==> src/rtl/lstm_pkg.sv <==
// Shared types for the LSTM window feeder.
//   WIDTH / FRAC : default sample word format (Q7.11, 18-bit signed)
//   fix_t        : signed sample/state word
//   feeder_state_t : feeder control states
package lstm_pkg;

  localparam int WIDTH = 18;
  localparam int FRAC  = 11;

  typedef logic signed [WIDTH-1:0] fix_t;

  typedef enum logic [1:0] {
    FILL   = 2'd0,
    ISSUE  = 2'd1,
    BUSY   = 2'd2,
    RESULT = 2'd3
  } feeder_state_t;

  // Counter increment that sticks at 4 (window depth).
  function automatic logic [2:0] sat_inc4(input logic [2:0] v);
    return (v >= 3'd4) ? 3'd4 : v + 3'd1;
  endfunction

endpackage

==> src/rtl/lstm_window_feeder.sv <==
// Sliding-window front-end for lstm_4step_serial.
// Collects a valid/ready stream of signed samples into a 4-deep window,
// launches the LSTM with a one-cycle start pulse, waits for done and holds
// the returned c4/h4 behind a valid/ready result handshake. Optionally the
// returned state seeds c0/h0 of the next window.
// Ports:
//   clk, rst                  clock, synchronous active-high reset
//   s_valid/s_ready/s_data    sample stream in
//   flush                     clear window and carried state (FILL only)
//   x1..x4, c0, h0            window (x1 oldest) and initial state to LSTM
//   lstm_start / lstm_done    LSTM launch pulse / completion
//   c4_in, h4_in              LSTM results
//   res_valid/res_ready       result handshake; res_c/res_h held results
//   res_count                 completed windows, wraps at 16 bits
module lstm_window_feeder #(
  parameter int WIDTH       = 18,
  parameter int FRAC        = 11,
  parameter int STRIDE      = 1,
  parameter int CARRY_STATE = 0
) (
  input  logic                    clk,
  input  logic                    rst,
  input  logic                    s_valid,
  output logic                    s_ready,
  input  logic signed [WIDTH-1:0] s_data,
  input  logic                    flush,
  output logic signed [WIDTH-1:0] x1,
  output logic signed [WIDTH-1:0] x2,
  output logic signed [WIDTH-1:0] x3,
  output logic signed [WIDTH-1:0] x4,
  output logic signed [WIDTH-1:0] c0,
  output logic signed [WIDTH-1:0] h0,
  output logic                    lstm_start,
  input  logic                    lstm_done,
  input  logic signed [WIDTH-1:0] c4_in,
  input  logic signed [WIDTH-1:0] h4_in,
  output logic                    res_valid,
  input  logic                    res_ready,
  output logic signed [WIDTH-1:0] res_c,
  output logic signed [WIDTH-1:0] res_h,
  output logic [15:0]             res_count
);

  import lstm_pkg::*;

  // Configuration guard: stride beyond the window depth would never issue.
  if (STRIDE < 1 || STRIDE > 4 || FRAC >= WIDTH) begin : g_bad_cfg
    $error("lstm_window_feeder: STRIDE must be 1..4 and FRAC < WIDTH");
  end

  localparam logic [2:0] STRIDE_C = 3'(STRIDE);

  feeder_state_t          r_state;
  feeder_state_t          w_state_nxt;
  logic [2:0]             r_fill_cnt;
  logic [2:0]             r_new_cnt;
  logic [2:0]             w_fill_inc;
  logic [2:0]             w_new_inc;
  logic                   w_accept;
  logic                   w_flush;
  logic                   w_window_ready;
  logic                   w_capture;
  logic                   w_consume;
  logic                   r_lstm_start;
  logic                   r_res_valid;
  logic [15:0]            r_res_count;
  logic signed [WIDTH-1:0] r_x1, r_x2, r_x3, r_x4;
  logic signed [WIDTH-1:0] r_c0, r_h0;
  logic signed [WIDTH-1:0] r_res_c, r_res_h;

  // flush drops s_ready so a coincident sample is never accepted.
  assign s_ready        = (r_state == FILL) && !flush;
  assign w_accept       = s_valid && s_ready;
  assign w_flush        = flush && (r_state == FILL);
  assign w_fill_inc     = sat_inc4(r_fill_cnt);
  assign w_new_inc      = sat_inc4(r_new_cnt);
  // Decision uses the post-accept counts so the window issues on the
  // very edge that completes it.
  assign w_window_ready = w_accept && (w_fill_inc == 3'd4) && (w_new_inc >= STRIDE_C);
  assign w_capture      = (r_state == BUSY) && lstm_done;
  assign w_consume      = (r_state == RESULT) && res_ready;

  always_comb begin
    w_state_nxt = r_state;
    case (r_state)
      FILL:    if (w_window_ready) w_state_nxt = ISSUE;
      ISSUE:   w_state_nxt = BUSY;
      BUSY:    if (lstm_done) w_state_nxt = RESULT;
      RESULT:  if (res_ready) w_state_nxt = FILL;
      default: w_state_nxt = FILL;
    endcase
  end

  always_ff @(posedge clk) begin
    if (rst) r_state <= FILL;
    else     r_state <= w_state_nxt;
  end

  // Control: counters, start pulse, result valid, window count
  always_ff @(posedge clk) begin
    if (rst) begin
      r_fill_cnt   <= 3'd0;
      r_new_cnt    <= 3'd0;
      r_lstm_start <= 1'b0;
      r_res_valid  <= 1'b0;
      r_res_count  <= 16'd0;
    end else begin
      r_lstm_start <= w_window_ready;
      if (w_flush) begin
        r_fill_cnt <= 3'd0;
        r_new_cnt  <= 3'd0;
      end else if (w_accept) begin
        r_fill_cnt <= w_fill_inc;
        r_new_cnt  <= w_new_inc;
      end else if (w_consume) begin
        r_new_cnt  <= 3'd0;
      end
      if (w_capture) begin
        r_res_valid <= 1'b1;
        r_res_count <= r_res_count + 16'd1;
      end else if (w_consume) begin
        r_res_valid <= 1'b0;
      end
    end
  end

  // Data: window shift register, initial state, captured results
  always_ff @(posedge clk) begin
    if (rst) begin
      r_x1    <= '0;
      r_x2    <= '0;
      r_x3    <= '0;
      r_x4    <= '0;
      r_c0    <= '0;
      r_h0    <= '0;
      r_res_c <= '0;
      r_res_h <= '0;
    end else begin
      if (w_flush) begin
        r_x1 <= '0;
        r_x2 <= '0;
        r_x3 <= '0;
        r_x4 <= '0;
        r_c0 <= '0;
        r_h0 <= '0;
      end else if (w_accept) begin
        r_x1 <= r_x2;
        r_x2 <= r_x3;
        r_x3 <= r_x4;
        r_x4 <= s_data;
      end
      if (w_capture) begin
        r_res_c <= c4_in;
        r_res_h <= h4_in;
        if (CARRY_STATE != 0) begin
          r_c0 <= c4_in;
          r_h0 <= h4_in;
        end
      end
    end
  end

  assign x1         = r_x1;
  assign x2         = r_x2;
  assign x3         = r_x3;
  assign x4         = r_x4;
  assign c0         = r_c0;
  assign h0         = r_h0;
  assign lstm_start = r_lstm_start;
  assign res_valid  = r_res_valid;
  assign res_c      = r_res_c;
  assign res_h      = r_res_h;
  assign res_count  = r_res_count;

endmodule

==> config.mk <==
export PLATFORM = sky130hd
export DESIGN_NAME = lstm_window_feeder
export DESIGN_NICKNAME = d
export VERILOG_FILES = /design/src/rtl/lstm_pkg.sv /design/src/rtl/lstm_window_feeder.sv
export SDC_FILE = /design/constraint.sdc
export NUM_CORES = 1
export LEC_CHECK = 0
export CAP_MARGIN = 25
export CORE_UTILIZATION = 25
export DETAILED_ROUTE_END_ITERATION = 8
export HOLD_SLACK_MARGIN = 0.1
export PLACE_DENSITY = 0.54
export SLEW_MARGIN = 20
export SYNTH_ARGS = -nofsm -noshare
export SYNTH_HDL_FRONTEND = slang
export SYNTH_SLANG_ARGS = --single-unit
==> constraint.sdc <==
create_clock -name clk -period 1.7 [get_ports clk]
set_clock_uncertainty 0.1 [all_clocks]
set_input_delay 0.34 -clock clk [delete_from_list [all_inputs] [get_ports clk]]
set_output_delay 0.34 -clock clk [all_outputs]
set_load 0.05 [all_outputs]
Fig. 1: run 1, clock distribution
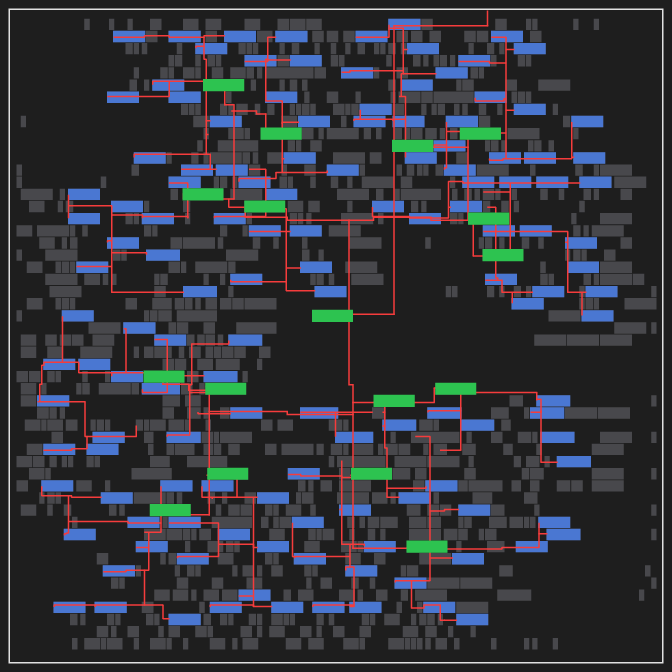
[flip-flops] blue | count: 134
[clock drivers] green | count: 17
[clock wires] red | length: 1940 µm
routed clock nets	18
clk ins delay skew pair: 420 ps
Clk. pwr: 3.82 mW
Clock Power Share: 0.502

Fig. 2: run 1, the clock network
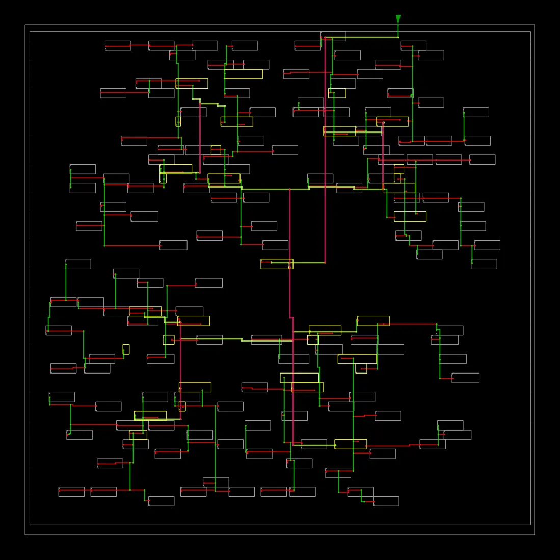
registers: 134
clk sinks: 134
cts bufs inserted: 17
clkbuf count: 20

Fig. 3: run 1, I/O pins on the die edge
Pins as bars across the die edge, other pins in grey.
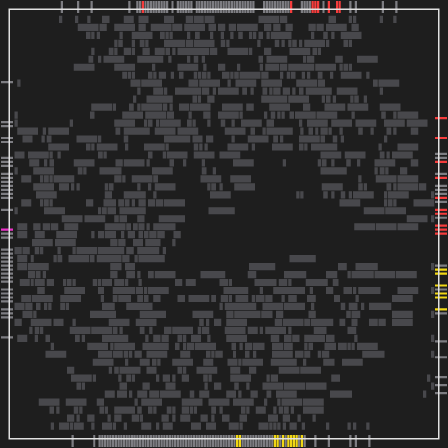
port	colour	pins	direction	edge
res_count	yellow	16	output	10 bottom, 6 right
x1	red	18	output	10 right, 8 top
s_valid	magenta	1	input	left
all pins by edge	84 bottom, 71 top, 36 left, 32 right
die height: 146 µm
Die X: 146 µm
Port Buffers: 186

==> out/results.ini, run 1 <==
[synthesis]
ys_chip_area_mm2 = 0.00518
topCellsByArea = dfxtp_1 (52%), nand2_1 (17%), a21oi_1 (11%)
flop_cell = dfxtp_1
syn_avg_cell_area_um2 = 8.01
syn_area_mm2 = 0.00518
syn_inst = 647
top_cell = nand2_1
ys_warn_count = 0
ys_types = 33
common_cells = nand2_1 (233), dfxtp_1 (134), a21oi_1 (118)
synthArstFlopShare = 0
edf_count = 0
top_area_cell = dfxtp_1
ys_cells = 647
ys_ff = 134
top_area_frac = 0.517

[critical_path]
endpoint = r_state[0]
critPathMaxFanout = 2
r2r-end = r_state[0]
r2r_setup_slack_ps = -100
cp-startpoint = r_new_cnt[1]
worstSetupStartpointType = register
critPathRequiredTime_ps = 1900
path_class = reg -> reg
cp.arrival_ps = 2010
reg2reg_from = r_new_cnt[1]
cp-end-kind = register

[global_route]
first_global_vias = 4282
grt_pass1_wl_mm = 23.7
antenna_found_initial = 0
met3_usage = 0.0363
grt_util_met2 = 0.225
use_met1 = 0.184
grt_max_degree = 50
grt-busiest-layer = met2
grt_usage = 0.142

[die]
num_rows = 52
core_mm2 = 0.0203
num_io_pins = 223
chipArea_mm2 = 0.0213
floorplan.core_util = 0.255

[routing]
routed-wl-met2_mm = 7.70
vias = 4783
vias_per_cell = 4.20
drtIter0Drc = 154
wirelength_mm = 16.2
antenna_left = 0
dr_wl_met3_um = 577
post_drt_wl_per_cell_um = 14.2
wl_met1_mm = 7.56
routed.top_layer = met4
drc_errors = 0
firstDrtPassIters = 4

[placed_design]
gp_congestion = 0.749
place_hpwl_mm = 10.8
place_area_mm2 = 0.00776

[sta]
slew_violations = 0
holdWs_ps = 172
hold_viol_final = 0
fin_ws_ps = -104
rsz0062_at_grt = yes
period_used_share = 1.06
setup_viol = 3
fin_crit_ps = 1800
fin_tns_setup_ps = -294

[cts]
clk_path_buf_depth = 2
postCtsHoldBufs = 0
clk_pin_slew_ps = 60
root_buffer = clkbuf_16
cts_tree = done

[min_path]
hold_depth = 3
hp-start = rst
min_path_type = in -> reg
min_to = res_count[13]

[layout]
drive_gt1_frac = 0.285
comb_area_mm2 = 0.00228
design_area_mm2 = 0.00864
seq_area_mm2 = 0.00271
area_growth_pct = 66.6
layout.nets = 924
fill_cells = 2080
diodes = 0

[outcome]
violations = negative setup slack
status = finished, violations left

[pwr]
totalPowerFinal_mw = 7.59
p_leak_nw = 3.31
ir_worst_vdd_mv = 0.651
power.density_mw_per_mm2 = 879

[flow_run]
tool_warnings = 36
drv_cap = 0

## run 1: logic make-up after synthesis
| family | synth area share |
|---|---|
| and+or+nand+nor | 0.222 |
| DFF | 0.517 |
| AOI/OAI and AO/OA | 0.126 |
| buffers and inverters | 0.0898 |
| xor gates and xnor gates | 0.0186 |
| adders and majority gates | 0.0217 |
| muxes | 0.00386 |
| other | 0.000723 |
## run 1: per-stage QoR
step           instances  setup slack (ps)   util
2_1_floorplan        682             -17.1      -
3_3_place_gp        1096              -222  0.382
3_5_place_dp        1096              -235  0.382
4_1_cts             1133              -119  0.416
5_1_grt             1138              -151  0.426
6_report            1138              -104  0.426
## run 1: final cells by class
type / count / area share
flip-flops and latches: 134 / 0.314
clock buffers: 20 / 0.0529
clock inverters: 12 / 0.0175
repair buffers: 229 / 0.307
well taps: 270 / 0.0391
multi-input cells: 462 / 0.264
inverters: 11 / 0.00536
## run 1: worst max-delay path: stages, from the launching register on
cell and delay (ps):
dfxtp_2 330, inv_2 40, ha_4 230, or4b_1 500, o211ai_1 130, a222oi_1 100
buf_4 150, mux2i_1 100
## run 1: placed cells by master (no fill, tap or decap), drive strengths merged, types with 3 or more instances in the layout
cell / count
nand4: 6
nand3: 4
dfxtp: 134
clkdlybuf4s50: 58
conb: 36
ha: 9
xor2: 8
xnor2: 3
and4: 4
clkinv: 6
or4: 3
nor2: 15
nand2: 233
clkbuf: 24
bufinv: 3
a21oi: 118
buf: 167
inv: 12
o21ai: 3
nand3b: 3
## run 1: power by group
group          switching (mW)  internal [mW]
logic                   0.393          0.225
clock network            1.43           2.38
registers              0.0122           3.15
## run 1: timing repair
action / 4_1_cts / 5_1_grt
buffers inserted: 6 / 2
gates cloned: 0 / 4
setup endpoints to repair: 6 / 102
gates resized: 11 / 19
pin swaps: 8 / 10
hold endpoints to repair: 0 / 0
## Run 2: what changed since run 1
--- a/config.mk
+++ b/config.mk
@@ -7,6 +7,7 @@
 export LEC_CHECK = 0
 export CAP_MARGIN = 25
 export CORE_UTILIZATION = 25
+export CTS_CLUSTER_SIZE = 24
 export DETAILED_ROUTE_END_ITERATION = 8
 export HOLD_SLACK_MARGIN = 0.1
 export PLACE_DENSITY = 0.54
Fig. 4: run 2, the clock network
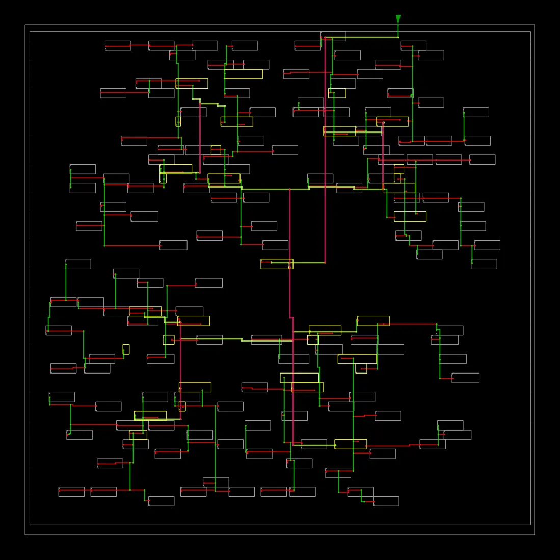

==> run 2 against run 1 <==
Compared with the run above: highest routed layer unchanged; first-iteration DRC count stayed put; sequential power hardly changed; non-clock buffer count stayed put; the run still ends with negative setup slack left; synthesized cell count stayed put.
==> out/results.ini, run 2 <==
[outcome]
status = finished, violations left
violations = negative setup slack

[critical_path]
reg2reg_from = r_new_cnt[1]
r2r-end = r_state[0]
worstSetupStartpointType = register
critPathMaxFanout = 2
slowest_stage = or4b_1
cp-end-kind = register
reg2reg_depth = 7
slowest_delay_ps = 500
cp-startpoint = r_new_cnt[1]
critPathRequiredTime_ps = 1900
path_buffers = 2
endpoint = r_state[0]
crit_cells = 7
path_class = reg -> reg
cp_cell_sequence = inv_2 -> ha_4 -> or4b_1 -> o211ai_1 -> a222oi_1 -> buf_4 -> mux2i_1
r2r_setup_slack_ps = -100
cp.arrival_ps = 2010
critPathTopFamily = simple AND/OR/NAND/NOR gates

[sta]
slew_violations = 0
fin_tns_setup_ps = -294
fin_ws_ps = -104
fin_crit_ps = 1800
period_used_share = 1.06
setup_viol = 3
rsz0062_at_grt = yes
hold_viol_final = 0
holdWs_ps = 172
clock.fmax_mhz = 554

[cts]
clock_latency_ps = 420
cts_inserted_buffers = 17
cts_tree = done
h-tree-depth = 4
clk_pin_slew_ps = 60
clk_path_buf_depth = 2
clkSinkCount = 134
root_buffer = clkbuf_16

[synthesis]
topCellsByArea = dfxtp_1 (52%), nand2_1 (17%), a21oi_1 (11%)
common_cells = nand2_1 (233), dfxtp_1 (134), a21oi_1 (118)
top_area_cell = dfxtp_1
edf_count = 0
top_area_frac = 0.517
synth_seq_share = 0.517
flop_cell = dfxtp_1
syn_inst = 647
syn_area_mm2 = 0.00518
top_cell = nand2_1
ys_warn_count = 0
syn_avg_cell_area_um2 = 8.01
ys_chip_area_mm2 = 0.00518
ys_types = 33
ys_ff = 134
synthArstFlopShare = 0
ys_cells = 647

[placed_design]
place_hpwl_mm = 10.8
gp_congestion = 0.749
port_buffers = 186
place_inst = 1096

[routing]
drc_errors = 0
post_drt_wl_per_cell_um = 14.2
antenna_left = 0
wirelength_mm = 16.2
vias = 4783
drtIter0Drc = 154
vias_per_cell = 4.20
firstDrtPassIters = 4

[die]
floorplan.core_util = 0.255
die_w_um = 146
dieHeight_um = 146
chipArea_mm2 = 0.0213
num_rows = 52
core_mm2 = 0.0203
num_io_pins = 223

[pwr]
power.density_mw_per_mm2 = 879
p_sw_mw = 1.84
ir_worst_vdd_mv = 0.651
swShare = 0.242
p_clk_frac = 0.502
internal-power_mw = 5.75
p_comb_frac = 0.081
p_seq_frac = 0.416
p_leak_nw = 3.31

[global_route]
antenna_found_initial = 0
grt.overflow.total = 0
grt_pass1_wl_mm = 23.7
grt_usage = 0.142
first_global_vias = 4282
grt_max_degree = 50

[layout]
layout.nets = 924
area_growth_pct = 66.6
diodes = 0
drive_gt1_frac = 0.285
finalNonFillerCells = 1138
lay_top_cells = nand2_1 (232), dfxtp_1 (118), a21oi_1 (115), buf_4 (107), clkdlybuf4s50_1 (58)
lay_top_count = nand2_1

[min_path]
min_path_type = in -> reg
hold_depth = 3
hp-start = rst
min_to = res_count[13]

[flow_run]
tool_warnings = 36
drv_cap = 0

## run 2: cell type report
type | count | area (µm²)
flip-flops and latches | 134 | 2710
fillers | 2080 | 11700
clock buffers | 20 | 457
inverters | 11 | 46.3
repair buffers | 229 | 2650
well taps | 270 | 338
multi-input cells | 462 | 2280
clock inverters | 12 | 151
## run 2: power groups by stage
stage / Clock [mW] / Combinational, mW / Sequential (mW)
4_1_cts: 3.90 / 0.584 / 3.16
5_1_grt: 4.05 / 0.652 / 3.16
3_3_place_gp: 0 / 0.578 / 3.23
2_1_floorplan: 0 / 0.361 / 3.26
3_5_place_dp: 0 / 0.577 / 3.23
6_report: 3.82 / 0.618 / 3.16
## run 2: repair_timing
action | in CTS | in global routing
gates cloned | 0 | 4
buffers inserted | 6 | 2
gates resized | 11 | 19
pin swaps | 8 | 10
hold buffers | 0 | 0
endpoints found under the setup margin | 6 | 102
## run 2: metrics by stage
| step | power [mW] | utilization | area, µm² | worst slack, ps |
|---|---|---|---|---|
| 6_report | 7.59 | 0.426 | 8640 | -104 |
| 5_1_grt | 7.86 | 0.426 | 8640 | -151 |
| 4_1_cts | 7.65 | 0.416 | 8450 | -119 |
| 3_5_place_dp | 3.81 | 0.382 | 7760 | -235 |
| 3_3_place_gp | 3.81 | 0.382 | 7760 | -222 |
| 2_1_floorplan | 3.63 | - | 5360 | -17.1 |
## run 2: per-layer routing
metal  wire length (µm)  GRT usage  up-vias
met2               7700      0.225      112
met4                317     0.0599        0
met3                577     0.0363       23
met5                  0          0        -
met1               7560      0.184     2199
li1                   -          -     2449
## run 2: cells by family after synthesis
family          synth area share
compound gates             0.126
flops                      0.517
other cells             0.000723
simple gates               0.222
mux                      0.00386
buf+inv                   0.0898
fa+ha+maj                 0.0217
xor+xnor                  0.0186
Fig. 5: run 2, clock distribution
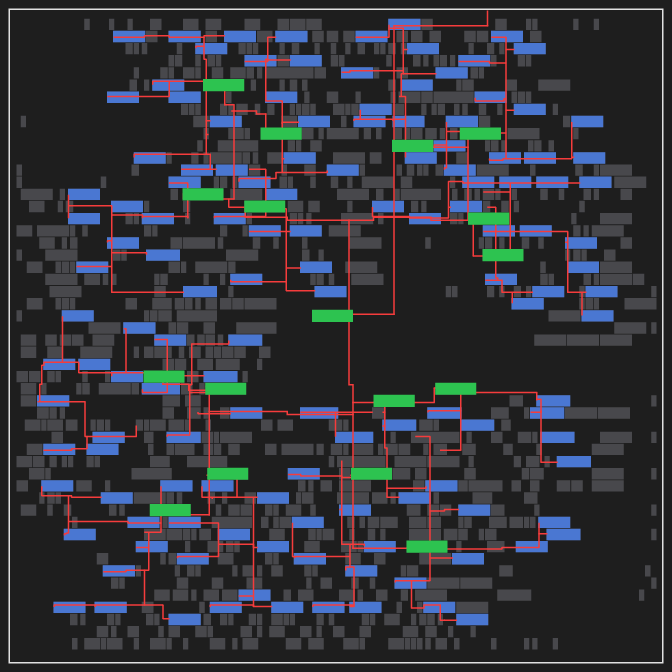

## Run 3: what changed since run 2
--- a/config.mk
+++ b/config.mk
@@ -10,7 +10,7 @@
 export CTS_CLUSTER_SIZE = 24
 export DETAILED_ROUTE_END_ITERATION = 8
 export HOLD_SLACK_MARGIN = 0.1
-export PLACE_DENSITY = 0.54
+export PLACE_DENSITY = 0.65
 export SLEW_MARGIN = 20
 export SYNTH_ARGS = -nofsm -noshare
 export SYNTH_HDL_FRONTEND = slang
Fig. 6: run 3, clock distribution
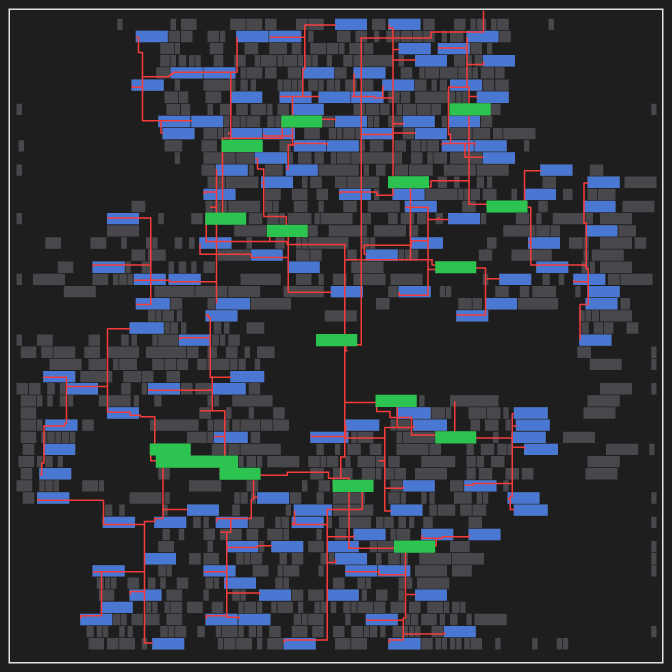
[clock wires] red | length: 1730 µm
[flip-flops] blue | count: 134
[clock drivers] green | count: 17
routed clock nets	18
clk ins delay skew pair: 410 ps
Clk. pwr: 3.62 mW
Clock Power Share: 0.482

==> run 3 against run 2 <==
Compared with the run above: the flow still finishes with violations (negative setup slack); combinational power is 17% higher; sequential power about the same; core utilization grew 2.7 points; non-clock buffer count up 11; register-to-register slack better by 30 ps; via count increased by 2.4%; cell count is 0.79% higher; worst setup slack gained 28 ps; critical path depth is 1 lower; flip-flop count stayed put; highest routed layer unchanged.
==> out/results.ini, run 3 <==
[outcome]
status = finished, violations left
violations = negative setup slack

[sta]
setup_viol = 15
fin_crit_ps = 1780
holdWs_ps = 159
clock.fmax_mhz = 563
slew_headroom = 0.636
worst-slew-pin-transition_ps = 546
fin_tns_setup_ps = -296
slew_violations = 0
period_used_share = 1.04
hold_viol_final = 0
fin_ws_ps = -76.1
rsz0062_at_grt = yes

[cts]
postCtsHoldBufs = 0
cts_tree = done
h-tree-depth = 4
clk_pin_slew_ps = 60
clk_path_buf_depth = 2
root_buffer = clkbuf_16
cts_inserted_buffers = 17
clkSinkCount = 134

[pwr]
p_seq_frac = 0.421
ir_worst_vdd_mv = 0.620
p_comb_frac = 0.096
swShare = 0.236
power.density_mw_per_mm2 = 817
p_leak_nw = 3.50
p_sw_mw = 1.77
internal-power_mw = 5.74

[global_route]
grt_max_degree = 38
first_global_vias = 4365
grt_pass1_wl_mm = 23.3
use_met1 = 0.169
grt-busiest-layer = met2
grt_usage = 0.139
grt_util_met2 = 0.229
met3_usage = 0.0378
grt.overflow.total = 0
antenna_found_initial = 0

[synthesis]
ys_chip_area_mm2 = 0.00518
ys_cells = 647
flop_cell = dfxtp_1
fa_ha_area_frac = 0.0217
synth-xor-area-share = 0.0186
ys_ff = 134
ys_sh_simple = 0.222
syn_area_mm2 = 0.00518
edf_count = 0
common_cells = nand2_1 (233), dfxtp_1 (134), a21oi_1 (118)
top_area_cell = dfxtp_1
synthAoiAreaFrac = 0.126
synthTopLogicFamily = simple AND/OR/NAND/NOR gates
mux_area_frac = 0.00386
synthArstFlopShare = 0
synth_seq_share = 0.517
top_area_frac = 0.517
ys_warn_count = 0
syn_inst = 647
top_cell = nand2_1
ys_types = 33
syn_avg_cell_area_um2 = 8.01
topCellsByArea = dfxtp_1 (52%), nand2_1 (17%), a21oi_1 (11%)

[critical_path]
slowest_stage = or4b_4
critPathRequiredTime_ps = 1870
critPathTopFamily = simple AND/OR/NAND/NOR gates
r2r-end = r_state[1]
reg2reg_depth = 6
worstSetupStartpointType = register
reg2reg_from = r_new_cnt[0]
cp_cell_sequence = buf_6 -> ha_4 -> or4b_4 -> o211ai_1 -> a222oi_1 -> mux2i_1
slowest_delay_ps = 500
cp.arrival_ps = 1940
path_class = reg -> reg
critPathMaxFanout = 2
cp-end-kind = register
r2r_setup_slack_ps = -80
path_buffers = 1

[die]
chipArea_mm2 = 0.0213
die_w_um = 146
num_rows = 52
core_mm2 = 0.0203
num_io_pins = 223
dieHeight_um = 146
floorplan.core_util = 0.255

[layout]
layout.nets = 935
lay_top_count = nand2_1
drive_gt1_frac = 0.399
area_growth_pct = 77.3
diodes = 0
final_core_util = 0.453
fill_cells = 1963
lay_top_cells = nand2_1 (182), dfxtp_1 (118), buf_4 (103), a21oi_1 (67), buf_12 (60)

[routing]
routed.top_layer = met4
vias_per_cell = 4.27
antenna_left = 0
routed-wl-met2_mm = 8.13
vias = 4896
post_drt_wl_per_cell_um = 14.3
firstDrtPassIters = 4
drc_errors = 0
drtIter0Drc = 246
dr_wl_met3_um = 619
wl_met1_mm = 7.21
wirelength_mm = 16.4

[min_path]
min_to = res_count[13]
hold_depth = 3
min_path_type = in -> reg
hp-start = rst

[flow_run]
drv_cap = 0
tool_warnings = 36

[placed_design]
place_hpwl_mm = 10.8
port_buffers = 186
gp_congestion = 0.786
dp_slack_ps = -271

-- run 3: cell counts after synthesis --
No cell type changed its count.
-- run 3: power by group through the flow --
stage / registers [mW] / logic (mW) / clock network [mW]
3_5_place_dp: 3.23 / 0.595 / 0
2_1_floorplan: 3.26 / 0.361 / 0
4_1_cts: 3.16 / 0.602 / 3.72
5_1_grt: 3.16 / 0.756 / 3.87
3_3_place_gp: 3.23 / 0.593 / 0
6_report: 3.16 / 0.723 / 3.62
-- run 3: how the worst max path moves through the flow --
| stage | start | end | depth (start not counted) |
|---|---|---|---|
| floorplan | r_state[0] | res_count[15] | 6 |
| global placement | lstm_done | res_count[14] | 5 |
| detailed placement | s_valid | r_state[1] | 6 |
| CTS | r_state[0] | s_ready | 5 |
| global route | r_fill_cnt[0] | r_state[1] | 6 |
| finish | r_new_cnt[0] | r_state[1] | 6 |
-- run 3: through the flow --
stage / instances / cell area (µm²) / power (mW)
final: 1147 / 9190 / 7.51
after global routing: 1147 / 9190 / 7.79
after CTS: 1133 / 8470 / 7.48
after detailed placement: 1099 / 7820 / 3.82
after global placement: 1099 / 7820 / 3.82
after floorplan: 682 / 5360 / 3.63
-- run 3: repair_timing --
item / CTS / global route
pin swaps: 6 / 78
setup buffers: 5 / 3
setup endpoints to repair: 4 / 85
gates cloned: 0 / 11
resized: 8 / 133
hold endpoints to repair: 0 / 0
-- run 3: layout make-up --
class                      count  area [µm²]  share of cell area
multi-input combinational    462        2630               0.286
timing repair buffer         240        2900               0.315
inverter                      11        43.8             0.00476
tap                          270         338              0.0367
sequential                   134        2710               0.295
clock inverter                 8        96.3              0.0105
clock buffer                  22         485              0.0528
-- run 3: worst reg2reg max path: stages (launching register included) --
cell and delay [ps]:
dfxtp_2 330, buf_6 120, ha_4 150, or4b_4 500, o211ai_1 130, a222oi_1 160, mux2i_1 160
No activity file was given, so power comes from the tool's default toggle rates.
